`config.mk`:
```
export PLATFORM = sky130hd
export DESIGN_NAME = spi_master_cmd
export DESIGN_NICKNAME = d
export VERILOG_FILES = /design/src/rtl/spi_cmd_pkg.sv /design/src/rtl/spi_clk_div.sv /design/src/rtl/spi_master_cmd.sv
export SDC_FILE = /design/constraint.sdc
export NUM_CORES = 1
export LEC_CHECK = 0
export CAP_MARGIN = 20
export CORE_AREA = 2 2 117 85
export DETAILED_ROUTE_END_ITERATION = 10
export DIE_AREA = 0 0 119 87
export PLACE_DENSITY = 0.67
export SLEW_MARGIN = 15
export SYNTH_ARGS = -nofsm -noshare
export SYNTH_HDL_FRONTEND = slang
export SYNTH_SLANG_ARGS = --single-unit
```
`constraint.sdc`:
```
create_clock -name CLK -period 3.5 [get_ports CLK]
set_input_delay 1.05 -clock CLK [delete_from_list [all_inputs] [get_ports CLK]]
set_output_delay 1.05 -clock CLK [all_outputs]
set_load 0.03 [all_outputs]
```
`src/rtl/spi_cmd_pkg.sv`:
```
// Opcodes, word width and frame-length lookup for the pan/tilt SPI command protocol.
// The same package is used by the FPGA-side command slave.
package spi_cmd_pkg;

   localparam int MSG_WIDTH = 8;

   localparam logic [7:0] RESET_CMD      = 8'hFF;
   localparam logic [7:0] SET_PITCH_CMD  = 8'h11;
   localparam logic [7:0] GET_PITCH_CMD  = 8'h12;
   localparam logic [7:0] SET_YAW_CMD    = 8'h21;
   localparam logic [7:0] GET_YAW_CMD    = 8'h22;
   localparam logic [7:0] TOGGLE_LED_CMD = 8'h31;

   typedef enum logic [2:0] {
      ST_IDLE,
      ST_SETUP,
      ST_HIGH,
      ST_LOW,
      ST_HOLD,
      ST_GAP
   } spi_state_t;

   // Number of protocol words in the frame for an opcode; 0 marks an unknown opcode.
   function automatic logic [2:0] cmd_words(input logic [7:0] opcode);
      case (opcode)
         RESET_CMD, TOGGLE_LED_CMD: return 3'd1;
         GET_PITCH_CMD, GET_YAW_CMD: return 3'd3;
         SET_PITCH_CMD, SET_YAW_CMD: return 3'd4;
         default:                    return 3'd0;
      endcase
   endfunction

endpackage

```
`src/rtl/spi_clk_div.sv`:
```
// Half-period tick generator: o_tick is high for one cycle every CLK_DIV cycles.
// i_restart zeroes the count so the next tick lands exactly CLK_DIV cycles later.
module spi_clk_div #(
   parameter int CLK_DIV = 4
) (
   input  logic i_clk,
   input  logic i_rst_n,
   input  logic i_restart,
   output logic o_tick
);

   localparam int CNT_W = (CLK_DIV > 2) ? $clog2(CLK_DIV) : 1;

   logic [CNT_W-1:0] r_cnt;

   assign o_tick = (r_cnt == CNT_W'(CLK_DIV - 1));

   // Free-running modulo-CLK_DIV counter with synchronous restart.
   always_ff @(posedge i_clk or negedge i_rst_n) begin
      if (!i_rst_n) begin
         r_cnt <= '0;
      end else if (i_restart || o_tick) begin
         r_cnt <= '0;
      end else begin
         r_cnt <= r_cnt + CNT_W'(1);
      end
   end

endmodule

```
`src/rtl/spi_master_cmd.sv`:
```
// Host-side SPI mode-0 master for the pan/tilt command protocol.
// One command per CS-low frame; GET frames return a 16-bit count sampled from MISO.
module spi_master_cmd
   import spi_cmd_pkg::*;
#(
   parameter int PWM_DATA_WIDTH = 16,
   parameter int QD_DATA_WIDTH  = 16,
   parameter int CLK_DIV        = 4
) (
   input  logic                      CLK,
   input  logic                      RST_N,
   input  logic                      CMD_VALID,
   output logic                      CMD_READY,
   input  logic [7:0]                CMD_ID,
   input  logic                      CMD_DIR,
   input  logic [PWM_DATA_WIDTH-3:0] CMD_DUTY,
   output logic                      RSP_VALID,
   output logic [QD_DATA_WIDTH-1:0]  RSP_DATA,
   output logic                      CMD_ERR,
   output logic                      SPI_CLK,
   output logic                      SPI_CS,
   output logic                      SPI_MOSI,
   input  logic                      SPI_MISO
);

   localparam int TX_W = 4 * MSG_WIDTH;

   logic                     w_tick;
   logic                     w_accept;
   logic [2:0]               w_words;
   logic [TX_W-1:0]          w_frame;

   spi_state_t               r_state;
   logic [5:0]               r_bits;
   logic                     r_gap;
   logic                     r_is_get;
   logic [TX_W-1:0]          r_tx;
   logic [QD_DATA_WIDTH-1:0] r_rx;
   logic [QD_DATA_WIDTH-1:0] r_rsp_data;
   logic                     r_rsp_valid;
   logic                     r_err;
   logic                     r_ready;
   logic                     r_cs;
   logic                     r_clk;
   logic                     r_mosi;

   assign w_accept = CMD_VALID && r_ready;
   assign w_words  = cmd_words(CMD_ID);

   // The divider is restarted on every acceptance so the first half-period is full length.
   spi_clk_div #(
      .CLK_DIV (CLK_DIV)
   ) u_div (
      .i_clk     (CLK),
      .i_rst_n   (RST_N),
      .i_restart (w_accept),
      .o_tick    (w_tick)
   );

   // Frame image, left-aligned so the opcode MSB is shifted out first.
   always_comb begin
      w_frame = {CMD_ID, {(3 * MSG_WIDTH){1'b0}}};
      if (w_words == 3'd4) begin
         w_frame = {CMD_ID, 7'b0, CMD_DIR, 2'b0, CMD_DUTY[13:8], CMD_DUTY[7:0]};
      end
   end

   // Frame sequencer: drives CS/SCLK/MOSI, counts bits, captures MISO and issues responses.
   always_ff @(posedge CLK or negedge RST_N) begin
      if (!RST_N) begin
         r_state     <= ST_IDLE;
         r_bits      <= '0;
         r_gap       <= 1'b0;
         r_is_get    <= 1'b0;
         r_tx        <= '0;
         r_rx        <= '0;
         r_rsp_data  <= '0;
         r_rsp_valid <= 1'b0;
         r_err       <= 1'b0;
         r_ready     <= 1'b1;
         r_cs        <= 1'b1;
         r_clk       <= 1'b0;
         r_mosi      <= 1'b0;
      end else begin
         r_rsp_valid <= 1'b0;
         r_err       <= 1'b0;
         case (r_state)
            ST_IDLE: begin
               if (w_accept) begin
                  if (w_words != 3'd0) begin
                     r_state  <= ST_SETUP;
                     r_ready  <= 1'b0;
                     r_cs     <= 1'b0;
                     r_tx     <= w_frame;
                     r_mosi   <= CMD_ID[7];
                     r_bits   <= {w_words, 3'b000};
                     r_is_get <= (w_words == 3'd3);
                  end else begin
                     r_err <= 1'b1;
                  end
               end
            end
            ST_SETUP: begin
               if (w_tick) begin
                  r_state <= ST_HIGH;
                  r_clk   <= 1'b1;
               end
            end
            ST_HIGH: begin
               // Falling edge: launch the next MOSI bit and sample MISO together.
               if (w_tick) begin
                  r_state <= ST_LOW;
                  r_clk   <= 1'b0;
                  r_mosi  <= r_tx[TX_W-2];
                  r_tx    <= {r_tx[TX_W-2:0], 1'b0};
                  r_rx    <= {r_rx[QD_DATA_WIDTH-2:0], SPI_MISO};
                  r_bits  <= r_bits - 6'd1;
               end
            end
            ST_LOW: begin
               if (w_tick) begin
                  if (r_bits != 6'd0) begin
                     r_state <= ST_HIGH;
                     r_clk   <= 1'b1;
                  end else begin
                     r_state <= ST_HOLD;
                  end
               end
            end
            ST_HOLD: begin
               // Only the last 16 MISO samples (words 2-3) remain in r_rx here.
               if (w_tick) begin
                  r_state <= ST_GAP;
                  r_cs    <= 1'b1;
                  r_gap   <= 1'b0;
                  if (r_is_get) begin
                     r_rsp_data  <= r_rx;
                     r_rsp_valid <= 1'b1;
                  end
               end
            end
            ST_GAP: begin
               if (w_tick) begin
                  if (r_gap) begin
                     r_state <= ST_IDLE;
                     r_ready <= 1'b1;
                  end else begin
                     r_gap <= 1'b1;
                  end
               end
            end
            default: begin
               r_state <= ST_IDLE;
               r_ready <= 1'b1;
               r_cs    <= 1'b1;
               r_clk   <= 1'b0;
            end
         endcase
      end
   end

   assign CMD_READY = r_ready;
   assign RSP_VALID = r_rsp_valid;
   assign RSP_DATA  = r_rsp_data;
   assign CMD_ERR   = r_err;
   assign SPI_CLK   = r_clk;
   assign SPI_CS    = r_cs;
   assign SPI_MOSI  = r_mosi;

endmodule

```
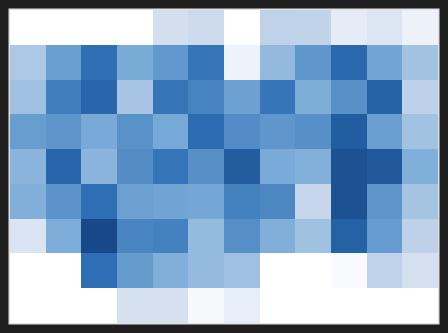
run_1/util_map.png
12 x 9 tiles, from white (low) to dark blue (high), 0 to 100% covered.
tiles over 75% full = 12%
emptiest ninth of the die = bottom right
mean over tiles = 43%
fullest tile = 90%
nearly empty tiles = 16%

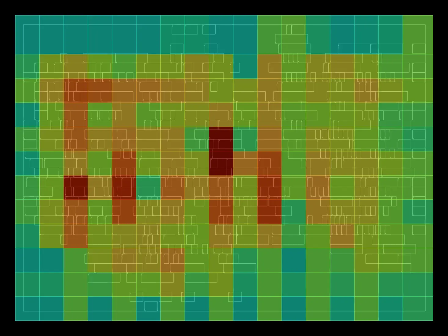
run_1/congestion_map.png
per-cell routed wire length: 13.77 um
met1 usage in global routing: 0.2273
core utilization of the finished layout: 0.4880

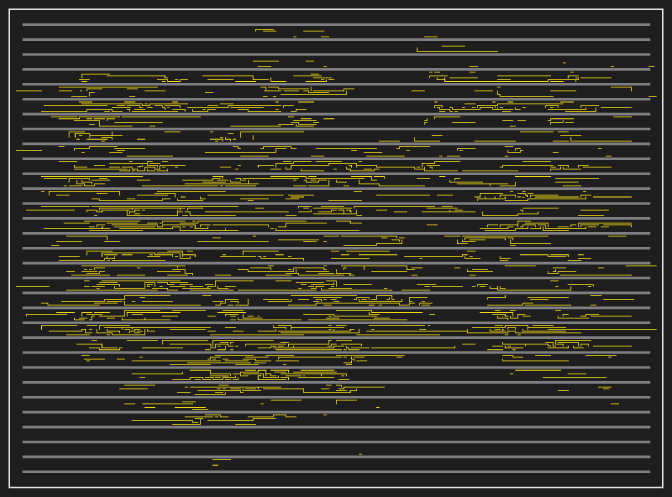
run_1/m1.png
Supply wires on this layer in gray.
longest straight run = 26.7 um
nets with wire on the layer = 388

==> notes.md, run 1 <==
flow finished, numbers: root buf cell sky130_fd_sc_hd__clkbuf_16, Clock Buffer Count 11, # port buffers ~48, Vias/cell slightly above 5, area of the multi-input gates 1423 um2, met3 GRT Util 0.05366, Synth cell types between 40 and 50, final total negative setup slack 0 ps, crit-path cells clkdlybuf4s50_1 -> or4b_4 -> or4_4 -> and3_1 -> o21ai_4 -> buf_12 -> mux2i_1, height of the chip about 87 um, share of the cycle needed by the critical path after routing 0.8893, Hold Crit Class flop to flop, DRC violations left 0, highest-utilization routing layer at the global route stage met2, met2 capacity usage during global routing 0.2409, run status finished clean, P_int 2180 uW, overflow left after global routing 0, proportion of power drawn by combinational gates 0.265, worst setup slack before clock tree synthesis 32.05 ps, final-report max-slew violation count 0, met2 routed wirelength 3.325 mm, Core Area 9346 um2, Critical Setup Path Class input pin to flop, areal power density over the cells around 700 nW/um2, Endpoint, Worst Hold u_div.r_cnt[0], tally of filler cells in the layout 874, post-synthesis register bit count 82, initial detailed-routing violation count 226, area of the chip approximately 10,000 um2, capture point of the critical path r_tx[0], cell depth of the worst min-delay path 1, std cell rows 30, number of synthesis warnings 0, number of setup violations in the final report 0, dominant synthesized flop cell sky130_fd_sc_hd__dfrtp_1, minimum hold slack around 440 ps
==> run 1: cells in the mapped netlist, drive strengths merged, types with 3 or more instances <==
master  count
a21oi      27
a22o       11
a22oi      14
and3        3
buf         6
clkbuf     16
dfrtp      80
ha          3
inv         6
mux2i      10
nand2     108
nand4       4
nor2       12
nor3       26
nor4        3
o21ai       5
o22ai       3
or3         4
==> run 1: through the flow <==
step | instances | power [uW] | instance area [um2]
2_1_floorplan | 370 | 2018 | 3617
3_3_place_gp | 534 | 2226 | 4229
3_5_place_dp | 534 | 2260 | 4229
4_1_cts | 550 | 3226 | 4533
5_1_grt | 551 | 3407 | 4561
6_report | 551 | 3198 | 4561
==> run 1: power by group through the flow <==
stage / logic [uW] / clock network [uW] / registers (uW)
after CTS: 850 / 974 / 1400
after floorplan: 644 / 0 / 1370
after detailed placement: 847 / 0 / 1410
final: 846 / 947 / 1410
after global placement: 819 / 0 / 1410
after global routing: 952 / 1010 / 1440
==> run 1: logic make-up (layout without fill, tap and decap cells) <==
group,count (synthesis),after routing,synth area share
AOI/OAI and AO/OA,74,74,0.1429
xor gates and xnor gates,1,1,0.002422
DFF,82,82,0.5680
buffers and inverters,29,82,0.03909
adders and majority gates,3,3,0.01038
muxes,11,11,0.03079
and+or+nand+nor,170,170,0.2065
==> run 1: critical path: cells and delay by family <==
family          cells  cell delay (ps)
buf+inv             2              660
mux                 1              180
simple gates        3             1260
compound gates      1              210
==> run 1: flip-flops by register name, summed over array words and instances (netlist names) <==
register	cells
r_gap	1
RSP_DATA	16
SPI_MOSI	1
r_rx	16
CMD_ERR	1
SPI_CLK	1
CMD_READY	1
r_tx	31
r_state	3
SPI_CS	1
u_div.r_cnt	2
r_bits	6
r_is_get	1
RSP_VALID	1
==> run 2: changes to the inputs <==
--- a/config.mk
+++ b/config.mk
@@ -6,9 +6,9 @@
 export NUM_CORES = 1
 export LEC_CHECK = 0
 export CAP_MARGIN = 20
-export CORE_AREA = 2 2 117 85
+export CORE_AREA = 10 10 125 93
 export DETAILED_ROUTE_END_ITERATION = 10
-export DIE_AREA = 0 0 119 87
+export DIE_AREA = 0 0 135 103
 export PLACE_DENSITY = 0.67
 export SLEW_MARGIN = 15
 export SYNTH_ARGS = -nofsm -noshare
==> run 2 against run 1 <==
Non-clock buffer count rose by 2; total power fell by 3.5%; fmax barely moved; flip-flop count did not move; critical path type unchanged.
==> notes.md, run 2 <==
flow finished, numbers: setup repair after global routing missed its margin false, slowest stage cell, crit path sky130_fd_sc_hd__or4b_4, portion of total power attributed to sequential cells 0.456, post-synthesis register bit count 82 (unchanged), critical hold path startpoint u_div.r_cnt[0], DRC violations left 0 (unchanged), met3 GRT Util 0.04333 (-0.01033), reg2reg end r_tx[9], std cell rows 30 (unchanged), Critical R2R Launch r_state[1], cell taking the most area after synthesis sky130_fd_sc_hd__dfrtp_1, number of flops mapped to enable cells by yosys 0, flip-flop count of the largest register after layout 31 (unchanged), final-report max-slew violation count 0 (unchanged), Endpoint, Worst Hold u_div.r_cnt[0], share of the synthesized area in the top cell type 0.5534, maximum number of pins on one net before global-route repair between 80 and 90, Top power group sequential cells, final total negative setup slack 0 ps (unchanged), Core Area 9346 um2 (unchanged), count of non-filler cells in the finished layout 552 (+0.18%), overflow left after global routing 0 (unchanged), Vias/cell 5.181 (+0.45%), P_seq 1410 uW (about the same), Critical Setup Path Class input pin to flop, Placed Cells 536 (+0.37%), worst setup slack before clock tree synthesis 37.44 ps (+5.387 ps), number of violations of the max-capacitance limit 0, Synth cell types 47 (unchanged), met2 capacity usage during global routing 0.1716 (-0.06930), highest-utilization routing layer at the global route stage met2, number of synthesis warnings 0 (unchanged), dominant synthesized flop cell sky130_fd_sc_hd__dfrtp_1, run status finished clean, tally of filler cells in the layout 872 (-0.23%), proportion of power drawn by combinational gates 0.271 (+0.006), met2 routed wirelength 3.415 mm (+2.7%), Power Clock 843 uW (-11%), gate count after technology mapping 370, kind of cell adding the most delay to the critical path simple AND/OR/NAND/NOR gates, Placement Cell Area 4232 um2 (about the same), met3 routed wirelength 648 um, number of hold buffers added after CTS 0, largest stage delay on the critical path between 500 and 600 ps, # port buffers 48 (unchanged), core utilization of the finished layout 0.4838 (-0.004150), crit path buf inv count 1 (-1), effective utilization at floorplan 0.3870, number of setup violations in the final report 0 (unchanged), Least-Margin Pin Slew 775.9 ps, buffer depth of the longest clock path 2, register area share after synthesis 0.5680, area of the chip 13,910 um2 (+34%), share of the cycle needed by the critical path after routing 0.8895 (about the same), crit-path cells clkdlybuf4s50_1 -> or4b_4 -> or4_4 -> a31oi_2 -> nor2_1 -> a22o_1, total chip power 3087 uW (-3.5%), Hold Crit Class flop to flop, initial detailed-routing violation count 225 (-0.44%), areal power density over the cells 682.6 nW/um2 (-2.6%), height of the chip 103 um (+18%), Reg with most FFs r_tx, area of all placed cells without fillers 4522 um2 (-0.85%), cell depth of the worst min-delay path 1 (unchanged), kind of start point of the critical path input pin, IR drop worst, VDD between 0.3 and 0.4 mV, per-cell routed wire length 14.47 um (+5.1%), P_int 2080 uW (-4.6%), top cells by count sky130_fd_sc_hd__nand2_1, sky130_fd_sc_hd__dfrtp_1, sky130_fd_sc_hd__nor3_1, sky130_fd_sc_hd__a21oi_1, sky130_fd_sc_hd__clkbuf_1, Comb group 836 uW (-1%), minimum hold slack 442.7 ps (+0.4400 ps), root buf cell sky130_fd_sc_hd__clkbuf_16, library cell with the highest instance count after synthesis sky130_fd_sc_hd__nand2_1
==> run 2: cell counts after synthesis <==
No cell type changed its count.
==> run 2: worst register-to-register path: stages (launching register included) <==
cell                       delay [ps]
sky130_fd_sc_hd__dfrtp_1          570
sky130_fd_sc_hd__nand2b_1         180
sky130_fd_sc_hd__nor2_1           110
sky130_fd_sc_hd__buf_4            250
sky130_fd_sc_hd__and2_2           700
sky130_fd_sc_hd__buf_4            400
sky130_fd_sc_hd__a22oi_1          150
sky130_fd_sc_hd__a21oi_2          140
==> run 2: how the worst max path moves through the flow <==
stage / slack [ps] / endpoint / from / cells after the start
finish: 390 / r_tx[22] / CMD_ID[2] / 6
global route: 280 / r_tx[14] / CMD_ID[2] / 6
CTS: 400 / r_tx[0] / CMD_ID[2] / 7
detailed placement: 40 / r_tx[0] / CMD_ID[2] / 7
global placement: 90 / r_tx[0] / CMD_ID[2] / 7
floorplan: 560 / r_tx[10] / CMD_ID[1] / 7
==> run 2: final cells by class <==
| type | instances | area (um2) | area share |
|---|---|---|---|
| Clock buffer | 11 | 232.7 | 0.05147 |
| Clock inverter | 4 | 30.03 | 0.006641 |
| Inverter | 7 | 26.28 | 0.005811 |
| Multi-Input combinational cell | 259 | 1423 | 0.3146 |
| Sequential cell | 82 | 2054 | 0.4543 |
| Tap cell | 128 | 160.2 | 0.03542 |
| Timing Repair Buffer | 61 | 595.6 | 0.1317 |
==> run 2: cell families (layout without fill, tap and decap cells) <==
kind of cell             Yosys count  count (layout)  share of synthesized area
AND-OR/OR-AND                     74              74                     0.1429
XOR/XNOR                           1               1                   0.002422
adder cells (fa/ha/maj)            3               3                    0.01038
buffers and inverters             29              83                    0.03909
flip-flops                        82              82                     0.5680
multiplexers                      11              11                    0.03079
AND/OR/NAND/NOR                  170             170                     0.2065
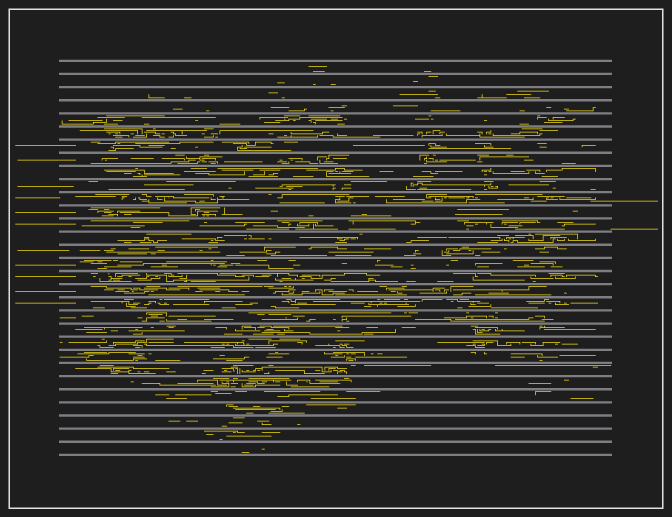
run_2/m1.png
Supply wires on this layer in gray.
wire length on this layer = 3,850 um
nets with wire on the layer = 388
share of all routed wire = 48%
longest straight run = 29.4 um
main direction = horizontal
number of vias in the routed layout: 2,860
total wire length after detailed routing: 7.987 mm
met1 usage in global routing: 0.1590

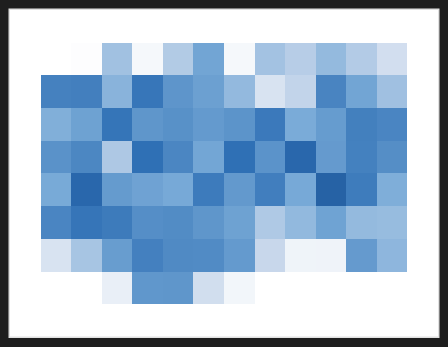
run_2/util_map.png
14 x 10 tiles, from white (low) to dark blue (high), 0 to 100% covered.
tiles over 75% full = 2.1%
densest ninth of the die = middle
emptiest ninth of the die = bottom right
fullest tile = 80%
nearly empty tiles = 38%

run_2/congestion_map.png
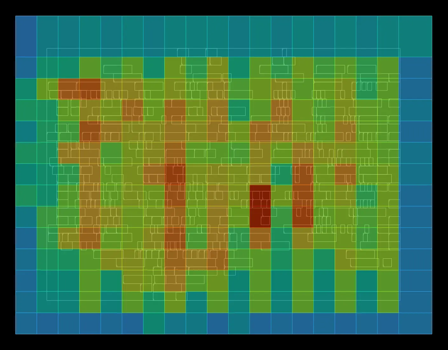

==> run 3: changes to the inputs <==
--- a/config.mk
+++ b/config.mk
@@ -6,9 +6,10 @@
 export NUM_CORES = 1
 export LEC_CHECK = 0
 export CAP_MARGIN = 20
-export CORE_AREA = 10 10 125 93
+export CORE_AREA = 10 10 107 109
+export CTS_BUF_LIST = sky130_fd_sc_hd__clkbuf_4 sky130_fd_sc_hd__clkbuf_8 sky130_fd_sc_hd__clkbuf_16
 export DETAILED_ROUTE_END_ITERATION = 10
-export DIE_AREA = 0 0 135 103
+export DIE_AREA = 0 0 117 119
 export PLACE_DENSITY = 0.67
 export SLEW_MARGIN = 15
 export SYNTH_ARGS = -nofsm -noshare
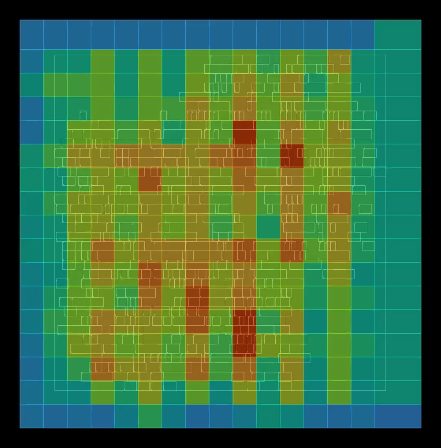
run_3/congestion_map.png
met1 usage in global routing: 0.1503
met3 GRT Util: 0.03363
core utilization of the finished layout: 0.4705
highest-utilization routing layer at the global route stage: met2
met2 capacity usage during global routing: 0.1787

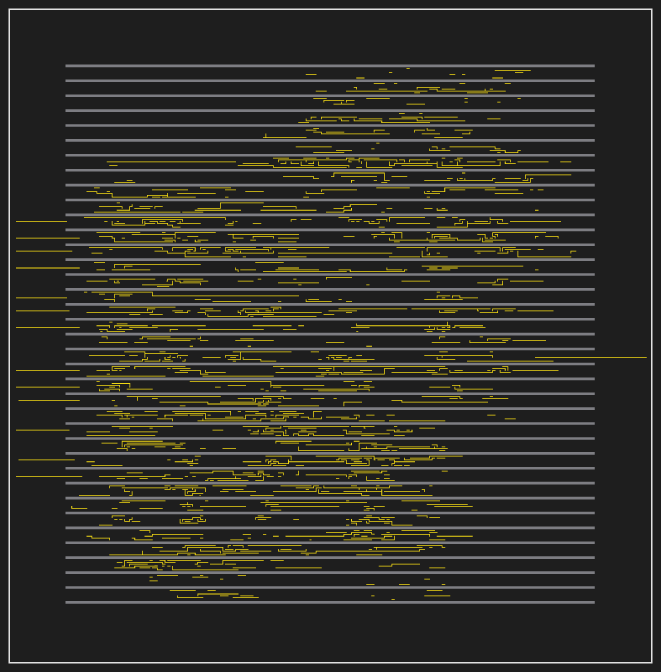
run_3/m1.png
Supply wires on this layer in gray.
share of all routed wire = 47%
wire length on this layer = 3,560 um
nets with wire on the layer = 406
longest straight run = 31.3 um
main direction = horizontal

==> run 3 against run 2 <==
Clock skew increased by 5.6 ps; via count decreased by 1.9%; global-route usage decreased by 0.41 points; highest routed layer unchanged; die area increased by 0.13%; routed wire length decreased by 5.1%; flip-flop count unchanged; combinational power decreased by 0.6%; critical path depth increased by 1.
==> notes.md, run 3 <==
flow finished, numbers: post-synthesis register bit count 82 (unchanged), areal power density over the cells 661.1 nW/um2 (-3.2%), arrival time of the worst setup path between 3000 and 4000 ps, dominant synthesized flop cell sky130_fd_sc_hd__dfrtp_1, Least-Margin Pin Slew 788.1 ps (+12.19 ps), maximum fanout along the worst path 15, std cell rows 36 (+20%), total wire length after detailed routing 7.577 mm (-5.1%), IR drop worst, VDD 0.2597 mV (-23%), mean post-synth cell area 9.776 um2, Reg with most FFs r_tx, largest stage delay on the critical path 540 ps (about the same), maximum number of pins on one net before global-route repair 83 (unchanged), initial detailed-routing violation count 159 (-29%), minimum hold slack 451.4 ps (+8.641 ps), number of violations of the max-capacitance limit 0 (unchanged), most common logic cell in the routed design sky130_fd_sc_hd__nand2_1, antenna-violating nets left 0, final-report max-slew violation count 0 (unchanged), async set-reset flop share out of synthesis 1.000, number of clock sinks just over 80, kind of cell adding the most delay to the critical path simple AND/OR/NAND/NOR gates, kind of start point of the critical path input pin, nets@finish around 450, number of setup violations in the final report 0 (unchanged), root buf cell sky130_fd_sc_hd__clkbuf_8, number of synthesis warnings 0 (unchanged), hpwl dp 5.029 mm, Critical Setup Path Class input pin to flop, cell taking the most area after synthesis sky130_fd_sc_hd__dfrtp_1, # port buffers 48 (unchanged), layout-stage area growth over the synthesis result 23.04%, crit path buf inv count 2 (+1), number of flops mapped to enable cells by yosys 0 (unchanged), Synth cell types 47 (unchanged), run status finished clean, First-pass DRT Iterations 4, library cell with the highest instance count after synthesis sky130_fd_sc_hd__nand2_1, endpoint type of the worst setup path flop, worst-case clock skew 11.37 ps, post-synthesis instance area about 3600 um2, share of the synthesized area in the top cell type 0.5534 (unchanged), final total negative setup slack 0 ps (unchanged), Die Span X 117 um, Core Area 9459 um2 (+1.2%), buffer depth of the longest clock path 2 (unchanged), effective utilization at floorplan 0.3824 (-0.004607), register area share after synthesis 0.5680 (unchanged), Hold Crit Class flop to flop, required time of the critical path 3760 ps, number of hold buffers added after CTS 0 (unchanged), number of vias in the routed layout 2,806 (-1.9%), flip-flop count of the largest register after layout 31 (unchanged), gate count after technology mapping 370 (unchanged), ratio of cells with drive above 1 in the final layout 0.09220, crit-path cells clkdlybuf4s50_1 -> or4b_4 -> or4_4 -> a31oi_2 -> buf_4 -> nor3_1 -> a21oi_1, area of the chip 13,920 um2 (+0.13%), per-cell routed wire length 14.11 um (-2.5%), TritonCTS clock tree yes, height of the chip 119 um (+16%), vias in the first global route 2,832, final weighted congestion in routability-driven placement between 0.8 and 0.9, share of the cycle needed by the critical path after routing 0.8799 (-0.009593), DRC violations left 0 (unchanged), slowest stage cell, crit path sky130_fd_sc_hd__or4b_4, Vias/cell 5.225 (+0.85%), setup repair after global routing missed its margin false, top cells by count sky130_fd_sc_hd__nand2_1, sky130_fd_sc_hd__dfrtp_1, sky130_fd_sc_hd__nor3_1, sky130_fd_sc_hd__a21oi_1, sky130_fd_sc_hd__clkbuf_1, overflow left after global routing 0 (unchanged), number of warning messages in the logs 27, global-route total usage across every layer 0.1140, number of I/O pins 49
==> run 3: per-layer routing <==
metal / vias up / part of all wire
met5: - / 0
met1: 1357 / 0.47
met3: 10 / 0.052
met4: 0 / 0.011
met2: 55 / 0.47
li1: 1384 / -
==> run 3: cell type report <==
class,instances,area [um2]
Clock buffer,10,137.6
Clock inverter,6,73.82
Fill cell,901,5009
Inverter,7,26.28
Multi-Input combinational cell,259,1423
Sequential cell,82,2054
Tap cell,114,142.6
Timing Repair Buffer,59,593.1
==> run 3: cells by family after synthesis <==
| family | synth area share |
|---|---|
| mux | 0.03079 |
| xor+xnor | 0.002422 |
| simple gates | 0.2065 |
| fa+ha+maj | 0.01038 |
| compound gates | 0.1429 |
| buf+inv | 0.03909 |
| flops | 0.5680 |
==> run 3: final timing paths <==
check	from	endpoint	slack (ps)	cells after the start
setup / recovery	CMD_ID[2]	r_tx[2]	420	7
hold / removal	u_div.r_cnt[0]	u_div.r_cnt[0]	450	1
setup reg to reg	r_state[0]	r_tx[2]	1100	7
hold reg to reg	u_div.r_cnt[0]	u_div.r_cnt[0]	450	1
max in group asynchronous	RST_N	SPI_CS	2230	2
min in group asynchronous	RST_N	RSP_DATA[8]	610	1
==> run 3: power by group <==
group | switching (uW) | internal, uW | total [uW]
Sequential | 189 | 1210 | 1400
Combinational | 442 | 390 | 831
Clock | 354 | 358 | 712
Total | 985 | 1960 | 2940
==> run 3: through the flow <==
stage               setup WS [ps]  total power [uW]  std cells  area, um2
global placement            118.5              2218        520       4212
detailed placement          71.77              2251        520       4212
floorplan                   562.0              2018        370       3617
global route                323.6              3166        537       4451
CTS                         438.7              2981        536       4423
finish                      420.4              2942        537       4451
Power and IR drop assume default switching activity.
